<file path="config.mk">
export PLATFORM = sky130hd
export DESIGN_NAME = axi_master_request_scheduler
export DESIGN_NICKNAME = d
export VERILOG_FILES = /design/src/rtl/axi_master_request_scheduler.sv
export SDC_FILE = /design/constraint.sdc
export NUM_CORES = 1
export LEC_CHECK = 0
export CORE_MARGIN = 5
export CORE_UTILIZATION = 49
export CTS_BUF_LIST = sky130_fd_sc_hd__clkbuf_8 sky130_fd_sc_hd__clkbuf_16
export DETAILED_ROUTE_END_ITERATION = 6
export GPL_ROUTABILITY_DRIVEN = 0
export PLACE_DENSITY = 0.76
export SYNTH_ARGS = -nofsm -noshare
export SYNTH_HDL_FRONTEND = slang
export SYNTH_SLANG_ARGS = --single-unit
</file>
<file path="constraint.sdc">
create_clock -name i_clk -period 2.2 [get_ports i_clk]
set_input_delay 0.33 -clock i_clk [delete_from_list [all_inputs] [get_ports i_clk]]
set_output_delay 0.33 -clock i_clk [all_outputs]
set_load 0.05 [all_outputs]
</file>
<file path="src/rtl/axi_master_request_scheduler.sv">
// AXI4 master request scheduler: issues AW/W/AR toward the slave from the channel FIFOs,
// queues AW burst lengths so address can run ahead of data, and caps outstanding transactions.
module axi_master_request_scheduler #(
    parameter int                          AxLEN_FIELD_WIDTH   = 8,
    parameter int                          Ax_SIZE_WIDTH       = 3,
    parameter int                          Ax_BURST_WIDTH      = 2,
    parameter int                          Ax_PROTECTION_WIDTH = 2,
    parameter logic [Ax_SIZE_WIDTH-1:0]    AX_SIZE_VAL         = 3'b111,
    parameter logic [Ax_BURST_WIDTH-1:0]   AX_BURST_VAL        = 2'b01,
    parameter int                          LEN_Q_DEPTH         = 4,
    parameter int                          MAX_WR_OUTSTANDING  = 4,
    parameter int                          MAX_RD_OUTSTANDING  = 4,
    parameter int                          OW = $clog2(((MAX_WR_OUTSTANDING > MAX_RD_OUTSTANDING) ?
                                                        MAX_WR_OUTSTANDING : MAX_RD_OUTSTANDING) + 1)
) (
    input  logic                           i_clk,
    input  logic                           i_n_rst,
    input  logic [AxLEN_FIELD_WIDTH-1:0]   i_AWLEN,
    input  logic                           i_AWVALID_fifo,
    output logic                           o_aw_ch_fifo_read_inc,
    output logic [Ax_SIZE_WIDTH-1:0]       o_s_AWSIZE,
    output logic [Ax_BURST_WIDTH-1:0]      o_s_AWBURST,
    output logic [Ax_PROTECTION_WIDTH-1:0] o_s_AWPROT,
    output logic                           o_s_AWVALID,
    input  logic                           i_s_AWREADY,
    input  logic                           i_WVALID_fifo,
    output logic                           o_w_ch_fifo_read_inc,
    output logic                           o_s_WVALID,
    output logic                           o_s_WLAST,
    input  logic                           i_s_WREADY,
    input  logic                           i_ARVALID_fifo,
    output logic                           o_ar_ch_fifo_read_inc,
    output logic [Ax_SIZE_WIDTH-1:0]       o_s_ARSIZE,
    output logic [Ax_BURST_WIDTH-1:0]      o_s_ARBURST,
    output logic [Ax_PROTECTION_WIDTH-1:0] o_s_ARPROT,
    output logic                           o_s_ARVALID,
    input  logic                           i_s_ARREADY,
    input  logic                           i_wr_done,
    input  logic                           i_rd_done,
    output logic [OW-1:0]                  o_wr_outstanding,
    output logic [OW-1:0]                  o_rd_outstanding,
    output logic                           o_idle
);

    localparam int PW = (LEN_Q_DEPTH > 1) ? $clog2(LEN_Q_DEPTH) : 1;
    localparam int CW = $clog2(LEN_Q_DEPTH + 1);
    localparam logic [OW-1:0] MAX_WR_C = OW'(MAX_WR_OUTSTANDING);
    localparam logic [OW-1:0] MAX_RD_C = OW'(MAX_RD_OUTSTANDING);
    localparam logic [CW-1:0] DEPTH_C  = CW'(LEN_Q_DEPTH);

    typedef enum logic {W_IDLE, W_BURST} w_state_t;

    w_state_t                         w_state_q;
    logic [AxLEN_FIELD_WIDTH-1:0]     beat_cnt_q;
    logic [AxLEN_FIELD_WIDTH-1:0]     lenq_q [LEN_Q_DEPTH];
    logic [PW-1:0]                    wr_ptr_q, wr_ptr_d;
    logic [PW-1:0]                    rd_ptr_q, rd_ptr_d;
    logic [CW-1:0]                    cnt_q, cnt_d;
    logic [OW-1:0]                    wr_out_q, wr_out_d;
    logic [OW-1:0]                    rd_out_q, rd_out_d;
    logic                             run_q;

    logic                             lenq_full, lenq_push, lenq_pop, lenq_more;
    logic                             aw_hs, w_hs, ar_hs, wr_dec, rd_dec;
    logic [PW-1:0]                    rd_ptr_inc;
    logic [AxLEN_FIELD_WIDTH-1:0]     head_after_pop;

    // run_q keeps every VALID low while reset is held and for the first edge after release.
    always_ff @(posedge i_clk or negedge i_n_rst) begin
        if (!i_n_rst) run_q <= 1'b0;
        else          run_q <= 1'b1;
    end

    assign lenq_full   = (cnt_q == DEPTH_C);
    assign o_s_AWVALID = run_q & i_AWVALID_fifo & ~lenq_full & (wr_out_q < MAX_WR_C);
    assign o_s_ARVALID = run_q & i_ARVALID_fifo & (rd_out_q < MAX_RD_C);
    assign o_s_WVALID  = (w_state_q == W_BURST) & i_WVALID_fifo;
    assign o_s_WLAST   = (w_state_q == W_BURST) & (beat_cnt_q == '0);

    assign aw_hs = o_s_AWVALID & i_s_AWREADY;
    assign w_hs  = o_s_WVALID  & i_s_WREADY;
    assign ar_hs = o_s_ARVALID & i_s_ARREADY;

    assign o_aw_ch_fifo_read_inc = aw_hs;
    assign o_w_ch_fifo_read_inc  = w_hs;
    assign o_ar_ch_fifo_read_inc = ar_hs;

    assign o_s_AWSIZE  = AX_SIZE_VAL;
    assign o_s_AWBURST = AX_BURST_VAL;
    assign o_s_AWPROT  = '0;
    assign o_s_ARSIZE  = AX_SIZE_VAL;
    assign o_s_ARBURST = AX_BURST_VAL;
    assign o_s_ARPROT  = '0;

    assign lenq_push  = aw_hs;
    assign lenq_pop   = w_hs & o_s_WLAST;
    assign rd_ptr_inc = rd_ptr_q + PW'(1);
    // A same-cycle push into a one-entry queue becomes the next head directly.
    assign head_after_pop = (cnt_q == CW'(1)) ? i_AWLEN : lenq_q[rd_ptr_inc];
    assign lenq_more      = (cnt_q != CW'(1)) | lenq_push;

    assign wr_dec = i_wr_done & (wr_out_q != '0);
    assign rd_dec = i_rd_done & (rd_out_q != '0);

    always_comb begin
        wr_ptr_d = wr_ptr_q;
        rd_ptr_d = rd_ptr_q;
        cnt_d    = cnt_q;
        wr_out_d = wr_out_q;
        rd_out_d = rd_out_q;
        if (lenq_push) wr_ptr_d = wr_ptr_q + PW'(1);
        if (lenq_pop)  rd_ptr_d = rd_ptr_inc;
        case ({lenq_push, lenq_pop})
            2'b10:   cnt_d = cnt_q + CW'(1);
            2'b01:   cnt_d = cnt_q - CW'(1);
            default: cnt_d = cnt_q;
        endcase
        case ({aw_hs, wr_dec})
            2'b10:   wr_out_d = wr_out_q + OW'(1);
            2'b01:   wr_out_d = wr_out_q - OW'(1);
            default: wr_out_d = wr_out_q;
        endcase
        case ({ar_hs, rd_dec})
            2'b10:   rd_out_d = rd_out_q + OW'(1);
            2'b01:   rd_out_d = rd_out_q - OW'(1);
            default: rd_out_d = rd_out_q;
        endcase
    end

    always_ff @(posedge i_clk or negedge i_n_rst) begin
        if (!i_n_rst) begin
            wr_ptr_q <= '0;
            rd_ptr_q <= '0;
            cnt_q    <= '0;
            wr_out_q <= '0;
            rd_out_q <= '0;
        end else begin
            wr_ptr_q <= wr_ptr_d;
            rd_ptr_q <= rd_ptr_d;
            cnt_q    <= cnt_d;
            wr_out_q <= wr_out_d;
            rd_out_q <= rd_out_d;
        end
    end

    // Entry storage needs no reset: occupancy is tracked by cnt_q alone.
    always_ff @(posedge i_clk) begin
        if (lenq_push) lenq_q[wr_ptr_q] <= i_AWLEN;
    end

    always_ff @(posedge i_clk or negedge i_n_rst) begin
        if (!i_n_rst) begin
            w_state_q  <= W_IDLE;
            beat_cnt_q <= '0;
        end else begin
            case (w_state_q)
                W_IDLE: begin
                    if (cnt_q != '0) begin
                        beat_cnt_q <= lenq_q[rd_ptr_q];
                        w_state_q  <= W_BURST;
                    end
                end
                W_BURST: begin
                    if (w_hs) begin
                        if (beat_cnt_q != '0) begin
                            beat_cnt_q <= beat_cnt_q - AxLEN_FIELD_WIDTH'(1);
                        end else if (lenq_more) begin
                            beat_cnt_q <= head_after_pop;
                        end else begin
                            w_state_q <= W_IDLE;
                        end
                    end
                end
                default: w_state_q <= W_IDLE;
            endcase
        end
    end

    assign o_wr_outstanding = wr_out_q;
    assign o_rd_outstanding = rd_out_q;
    assign o_idle = (wr_out_q == '0) & (rd_out_q == '0) & (cnt_q == '0) & (w_state_q == W_IDLE);

endmodule

</file>
run_1/class_map.png
The bar under the picture is 20 µm long. Fill, decap, tap and diode cells in gray.
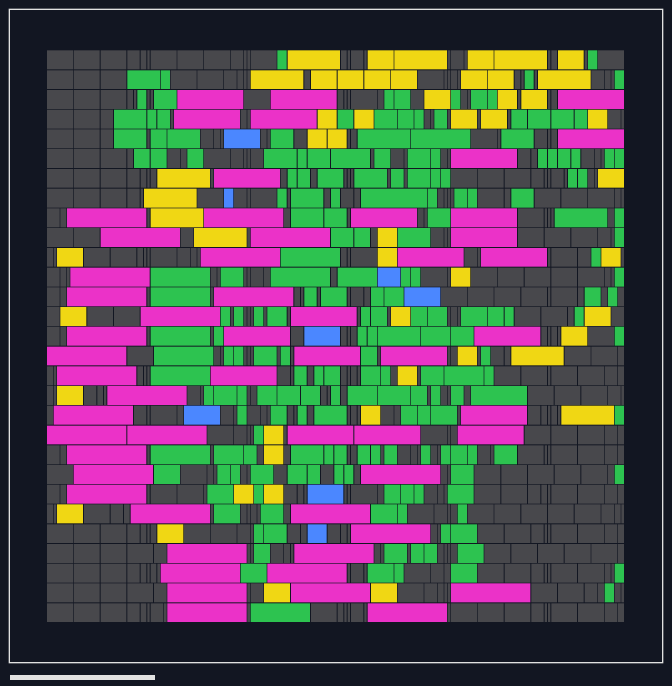
[green] remaining logic cells | cells: 200 | share of their area: 41%
[yellow] remaining buffers and delay cells | cells: 52 | share of their area: 16%
[magenta] registers | cells: 55 | share of their area: 41%
[blue] clock drivers and dummy loads | cells: 8 | share of their area: 2.4%

run_1/placed.png
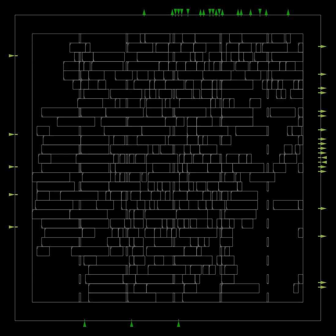
post-route core utilization: 60.8%
fillers: 502
sequential share of cell area: 40.2%
Placement Rows: 29

run_1/floorplan.png
Pins as bars on the die edge. Tap cells in gray.
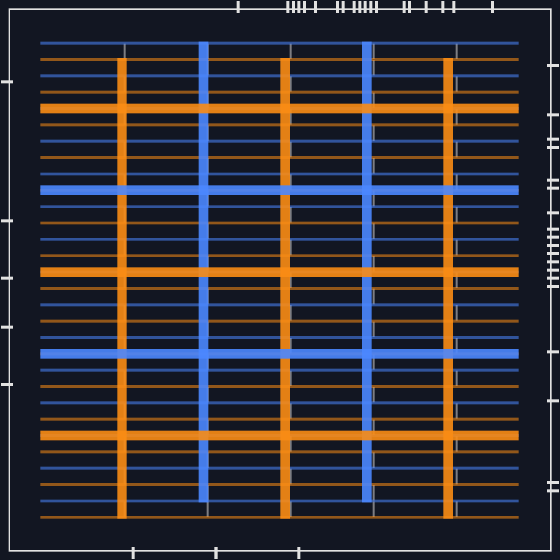
[blue] VDD
[orange] VSS
tap cells: 77
rows: 29
met5 straps: 5
signal pins: 46
core outline area: 6280 µm²
peak ir drop on the vdd network: 0.785 mV
Horiz. Die Dim: 89.8 µm
overall die height: 89.8 µm

==> summary.txt, run 1 <==
Main metrics from the flow reports.

The flow ran to the end, and the final reports show no timing, DRC or antenna violations. The library cells used most frequently in the layout, excluding fill and tap cells, are sky130_fd_sc_hd__edfxtp_1 (32), sky130_fd_sc_hd__nand2_1 (29), sky130_fd_sc_hd__dfrtp_1 (23), sky130_fd_sc_hd__clkdlybuf4s50_1 (23), sky130_fd_sc_hd__buf_4 (18). Dividing the final minimum period by the clock period gives 94.8%. STA reports the tightest min-delay check as being of type in2async.

The detailed-placement wirelength estimate is roughly 4700 µm. The net load switching power is between 1 and 1.5 mW. The fraction of cell area in multi-input combinational cells is reported as a little under two fifths. The post-synthesis mux area share came out at a little over a tenth. The startpoint kind of the worst setup timing path is a register. The leftover overflow at the end of global routing is 0. The routed length on met2 came out at 2980 µm. The detailed router placed about 2100 vias in this run. The number of warnings issued by yosys is 0. The final critical-path required period came out at approximately 2.1 ns.

For this run, global-route usage on met1 was measured as 21.3%. After detailed routing, no signal wire sits above met4. The reg-to-reg startpoint is cnt_q[0]. The number of buffers other than clock buffers in the final layout is roughly 52. The worst-case setup margin in the final layout is about 0.11 ns. The sequential share of the synthesized area is between 40 and 50%. The global routing report lists met3 layer usage as under 10%. The first element of the critical path is cnt_q[0]. The final max-slew violation count is 0.

The number of endpoints failing setup at the final stage came out at 0. The highest clock rate this design can be run at is about 480 MHz. The number of tap cells added at floorplan came out at around 77. The amount of wire on met3 after detailed routing came out at between 200 and 300 µm. Compared with the post-synthesis result, the final layout area differs by 22.2%. The endpoint identified for the worst register-to-register timing path is o_wr_outstanding[2]. According to the Yosys statistics, the synthesized design has a chip area of 3120 µm². The portion of total power attributed to the clock network came out at between 10% and 20%. TritonCTS created 5 clock buffers. The count of non-filler cells in the finished layout came out at 392. In the final run the clock tree shows a worst skew of roughly 0.0061 ns.

Per the STA report, the cell with the highest stage delay on the worst path is sky130_fd_sc_hd__dfrtp_1. For the worst flop-to-flop path, the logic depth is 11. Yosys attributes the largest share of cell area to sky130_fd_sc_hd__edfxtp_1 (31%), sky130_fd_sc_hd__dfrtp_1 (18%), sky130_fd_sc_hd__mux4_2 (6.5%). The cell count after synthesis came out at 265. The share of synthesized cell area in and, or, nand and nor gates came out at between 10 and 15%.

After synthesis the cells add up to around 3100 µm². The commonest non-fill, non-tap cell in the layout is sky130_fd_sc_hd__edfxtp_1. Warnings raised by the tools during the run amount to 33. Counting endpoints that fail hold in the final report gives 0. The share of the synthesized area in the top cell type is between 30% and 40%. The number of flip-flops and latches came out at 55. The switching part of the total came out at 39.9%. The area taken by multi-input logic gates came out at ~1400 µm². The number of antenna violations at the first check in global routing is 0.

The dominant kind of cell by area is registers. The top-level I/O count is ~46. The tally of nets with antenna violations remaining after routing came out at 0.

In the power breakdown, the biggest contributor is combinational cells. The count of non-CTS inverters in the layout came out at 17. The final routed wirelength across all metal layers is a little over 6000 µm. The timing report attributes the biggest portion of critical-path delay to flip-flops.

In the final design database the tool counted around 350 nets. Per the synth log, the flip-flop and latch total comes to approximately 55. The design draws 3.59 mW. The flip-flop and latch power came out at 1.51 mW. The post-route met1 wirelength is approximately 2800 µm. The tally of buffers added on design ports is 31. The average wire per standard cell is between 15 and 20 µm. The cts-stage hold buffer count came out at 0. The compound-cell area share of the yosys netlist is approximately 8.4%. The cell sitting at the root of the clock tree is a sky130_fd_sc_hd__clkbuf_8.

The highest cell delay on the worst timing path is 0.42 ns. The detailed router's first-iteration violation count is ~180. Hold timing on the final database bottoms out at a slack of 0.368 ns. Counting instances in the post-synthesis netlist gives the leading cell types as sky130_fd_sc_hd__edfxtp_1 (32), sky130_fd_sc_hd__nand2_1 (29), sky130_fd_sc_hd__dfrtp_1 (23), sky130_fd_sc_hd__nor2_1 (18). The global router reports that the layer with the highest usage is met2.

The later-pin clock latency in the skew report came out at between 0.3 and 0.4 ns. According to the report, the first pass of detailed routing completed in 4 iterations. The number of buffers and inverters on the critical path is 3. TritonCTS built the clock tree.

For reference, the top logic cell family by area is simple AND/OR/NAND/NOR gates. The maximum clock insertion buffer count came out at 2. The CTS H-tree depth came out at 2. The largest registers in the layout are lenq_q: 32 flops, beat_cnt_q: 8 flops. Once the clock tree was built, the resizer swapped 0 gates to a different size. Setup repair after global routing left no endpoint under its margin.

The clock-cell share of area came out at between 2 and 2.5%. Cell internal power was estimated by the tool at about 2.2 mW. The largest fanout on the critical path came out at 4. Headroom to the max-slew limit came out at 66.3%. The total die size is a little over 8000 µm². Per the synthesis report, the XOR/XNOR share of the synthesized area is 3.65%.

Looking at area per cell type in the netlist, the leader is sky130_fd_sc_hd__edfxtp_1. The count of clock tree sinks came out at around 55. The overall routing resource usage came out at 15.6%.

The register with the most flip-flops in the layout has 32 of them. Entering global routing, the biggest net connects 24 pins. The floorplan core density came out at between 40% and 50%. The standby leakage power is between 1 and 1.5 nW. Summed over all failing endpoints, the final setup total negative slack is 0 ns. The endpoint of the worst setup timing path is o_aw_ch_fifo_read_inc.

Looking at the setup timing report, the critical path kind is reg2out. STA classifies the critical path endpoint as an output port. lenq_q holds more flip-flops than any other register. The worst setup timing slack at the placement stage came out at -0.0441 ns. The first-pass GRT wire length came out at between 10000 and 15000 µm. The synthesized area per cell came out at roughly 12 µm². The number of global-route vias before repair came out at 2137. Summing the areas of all fa, ha and maj instances in the mapped netlist gives a little over 6% of the synthesized area. The clock buffer count in the final layout came out at 5. The max-capacitance violation count came out at 0. In this run the cell area measured after placement is between 3000 and 4000 µm².

The power drawn by the combinational cells came out at between 1.5 and 2 mW. The dominant register cell is sky130_fd_sc_hd__edfxtp_1. The register cell area after layout came out at between 1500 and 2000 µm². The per-cell via count in the routed design is approximately 5.4. Non-clock buffers make up between 15 and 20% of the layout cell area. The number of cells on the critical path is 6.

The count of cell types in the netlist is between 50 and 60. Setup slack on the worst reg-to-reg path comes out at 0.17 ns. The proportion of power drawn by flip-flops and latches came out at roughly 42%. The synthesized design contains 32 enable-type register cells. The number of setup buffers added after CTS came out at 0. The endpoint required time on the critical path is ~1.9 ns. The number of placed instances, taps included came out at 383.
==> run 1 -> run 2 <==
- CORE_UTILIZATION: 49 -> 40
- CTS_CLUSTER_DIAMETER: default -> 60
- PLACE_DENSITY: 0.76 -> default
- REMOVE_ABC_BUFFERS: default -> 1
run_2/m2.png
The bar under the picture is 20 µm long.
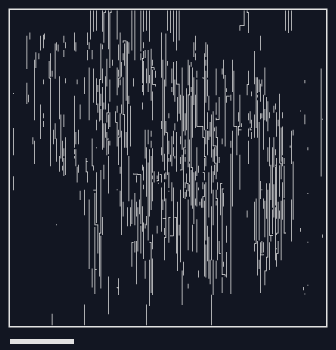
nets with wire on the layer: 304
longest straight run: 43.5 µm
main direction: vertical
wire length on this layer: 3570 µm
share of all routed wire: 52%

run_2/floorplan.png
Pins as bars on the die edge. Tap cells in gray.
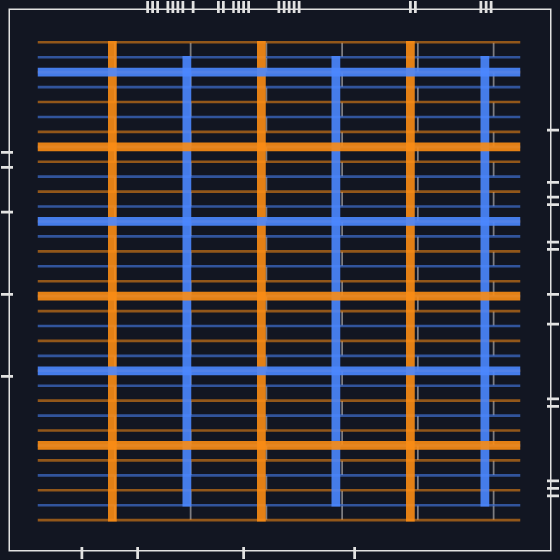
[orange] VSS
[blue] VDD
tap cells: 102
met4 straps: 6
met1 rails: 33
met5 straps: 6
signal pins: 46
Horiz. Die Dim: 98.4 µm
core outline area: 7650 µm²
peak ir drop on the vdd network: 0.555 mV
overall die height: 98.4 µm

==> run 2 against run 1 <==
Against the previous run:
- via count up 1.7%
- non-clock buffer count up 9
- count of clock-buffer cells in the layout unchanged
- global-route usage down 1.4 points
- die size up 20%
- worst hold slack worse by 0.0032 ns
- highest routed layer unchanged
- critical path type unchanged
- utilization down 9.3 points
- register-to-register slack about the same
- critical path depth unchanged
- cell count up 8.7%
- wire length up 11%
==> summary.txt, run 2 <==
Main metrics from the flow reports.

The flow ran to the end, and the final reports show no timing, DRC or antenna violations. Leaving out fill and tap cells, the most frequent cell in the layout is sky130_fd_sc_hd__edfxtp_1. The total standard cell area after synthesis came out at 3120 µm² (unchanged). The sequential share of the synthesized area is 49.2% (unchanged).

For the worst reg-to-reg path, the endpoint reported by OpenROAD is o_wr_outstanding[1]. The number of global-route vias before repair is 2139 (+0.094%). The number of cells on the critical path came out at 6 (unchanged).

Yosys shows that the main logic family after synthesis is simple AND/OR/NAND/NOR gates. The number of fill cells in the layout came to 672 (+34%). The clock-cell share of area is 2.92% (+0.60 points). The top-level I/O count is 46 (unchanged). The multi-input logic portion of the cell area came out at 36.6% (-1.2 points). The number of cells on the worst reg-to-reg path came out at 9 (-2). The tally of nets with antenna violations remaining after routing came to 0 (unchanged). The most critical setup path has its endpoint at o_s_WLAST. The proportion of power drawn by flip-flops and latches came out at 40.1% (-2.0 points). The synthesized-area fraction occupied by xor and xnor cells is 3.65% (unchanged). TritonCTS built the clock tree. The final routed wirelength across all metal layers came out at 6840 µm (+11%). The number of setup buffers added after CTS came to 0 (unchanged). The standby leakage power came out at 1.54 nW (+4.0%). The flop and latch count out of synthesis is 55 (unchanged). Sorting the synthesized cells by how often they occur yields sky130_fd_sc_hd__edfxtp_1 (32), sky130_fd_sc_hd__nand2_1 (29), sky130_fd_sc_hd__dfrtp_1 (23), sky130_fd_sc_hd__nor2_1 (18). The max-capacitance violation count came to 0 (unchanged). The floorplan core density came out at 40.8% (-8.9 points).

The post-cts repair resize count was 1 (+1). The count of non-CTS inverters in the layout is 17 (unchanged). Looking at the global route congestion table, the highest-usage layer is met2. The routed length on met2 is 3570 µm (+20%).

The maximum clock insertion buffer count came out at 2 (unchanged). The total die size is 9670 µm² (+20%). The reg-to-reg startpoint is cnt_q[0]. The tool warning count is 31 (-6.1%). The pin count of the biggest net entering global routing is 24 (unchanged).

The area of the synthesized netlist per yosys stat came out at 3120 µm² (unchanged). The number of search-and-repair iterations in the first detailed-routing pass came out at 4 (unchanged). The final critical-path required period came out at 2.08 ns (-0.00391 ns).

The worst hold-check path type is in2async. The category of the worst setup path capture point is an output port. The synthesized area per cell is 11.8 µm² (unchanged).

The detailed-placement wirelength estimate came out at 5190 µm (+10%). Setup repair after global routing left no endpoint under its margin. The register cell area after layout is 1540 µm² (unchanged). The final max-slew violation count is 0 (unchanged). The number of buffers other than clock buffers in the final layout is 61 (+17%). The final net count came to 355 (+2.6%). The total number of vias is 2135 (+1.7%). The flop-to-flop setup slack is 0.17 ns (about the same).

The synthesized-area fraction occupied by adder cells came out at 6.09% (unchanged). The accumulated negative setup slack came out at 0 ns (unchanged). The share of the clock period used by the worst path is 94.6% (-0.18 points). The worst setup timing slack at the placement stage was -0.0902 ns (-0.0460 ns). The switching part of the total is 38.7% (-1.2 points). The tally of buffers added on design ports is 31 (unchanged).

The count of clock tree sinks is 55 (unchanged). The instance area at placement is 3740 µm² (+0.84%). The count of non-filler cells in the finished layout is 426 (+8.7%). The maximum clock rate came to 480 MHz (+0.19%). The non-clock buffer area fraction after layout is 16.6% (+1.3 points). The clock buffer count in the final layout came out at 5 (unchanged). The number of tap cells added at floorplan came out at 102 (+32%). The count of cell types in the netlist is 55 (unchanged). The area taken by multi-input logic gates is 1440 µm² (-0.26%). Relative to the synthesized area, the layout overhead comes to 26.0%. The number of endpoints failing setup at the final stage is 0 (unchanged). The flip-flop and latch power came out at 1.52 mW (about the same). Signal routing reaches up to met4.

The met3 track demand over resource was 2.36% (-0.65 points). The met1 track utilization from global routing came to 18.4% (-2.9 points). The registers reported with the highest flop counts are lenq_q: 32 flops, beat_cnt_q: 8 flops.

The highest cell delay on the worst timing path is 0.40 ns (-0.02 ns). Post-synth the commonest register cell is sky130_fd_sc_hd__edfxtp_1. The master of the slowest instance on the critical path is sky130_fd_sc_hd__dfrtp_1.

The post-synthesis mux area share is 11.0% (unchanged). The remaining max-slew budget at the tightest pin is 66.3% (+0.072 points). The number of enable-type register cells in the synthesized netlist is 32 (unchanged). The first-pass GRT wire length is 10800 µm (+5.8%). The per-cell via count in the routed design is 5.01 (-6.4%). The dominant kind of cell by area is registers. The number of placed instances, taps included is 412 (+7.6%). The share of synthesized cell area in and, or, nand and nor gates is 14.2% (unchanged). The number of warnings issued by yosys is 0 (unchanged).

The clock buffer count from CTS is 5 (unchanged). The compound-cell area share of the yosys netlist came out at 8.41% (unchanged). The CTS H-tree depth is 2 (unchanged). According to the timing report, the critical path is launched from beat_cnt_q[0].

Looking at the group totals, the largest power group turns out to be combinational cells. The worst setup path is of the reg2out kind. In this design, the largest share of critical-path delay is due to simple AND/OR/NAND/NOR gates. The worst-case setup margin in the final layout is 0.118 ns (+0.00391 ns).

The number of antenna violations at the first check in global routing came out at 0 (unchanged). The top cell types in the final layout, fill and taps aside, are sky130_fd_sc_hd__edfxtp_1 (32), sky130_fd_sc_hd__nand2_1 (29), sky130_fd_sc_hd__buf_4 (27). The number of flip-flops in the largest register is 32 (unchanged). The overall routing resource usage came to 14.1% (-1.4 points). Clock tree synthesis selected as its root buffer the cell sky130_fd_sc_hd__clkbuf_8.

The post-route met1 wirelength came out at 2940 µm (+3.7%). The net load switching power is 1.47 mW (+2.3%). The register with the most flip-flops is lenq_q.

The portion of total power attributed to the clock network is 17.9% (+2.5 points). The number of buffers and inverters on the critical path is 3 (unchanged). The share of the synthesized area in the top cell type came out at 30.8% (unchanged).
run_2/clock_wires.png
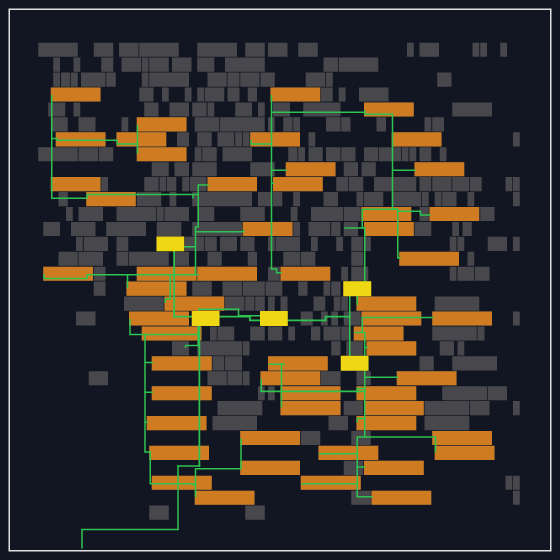
[orange] flip-flops | count: 55
[green] clock wires | length: 625 µm
[yellow] clock-net drivers | count: 5
routed clock nets: 6

Power and IR drop assume default switching activity.
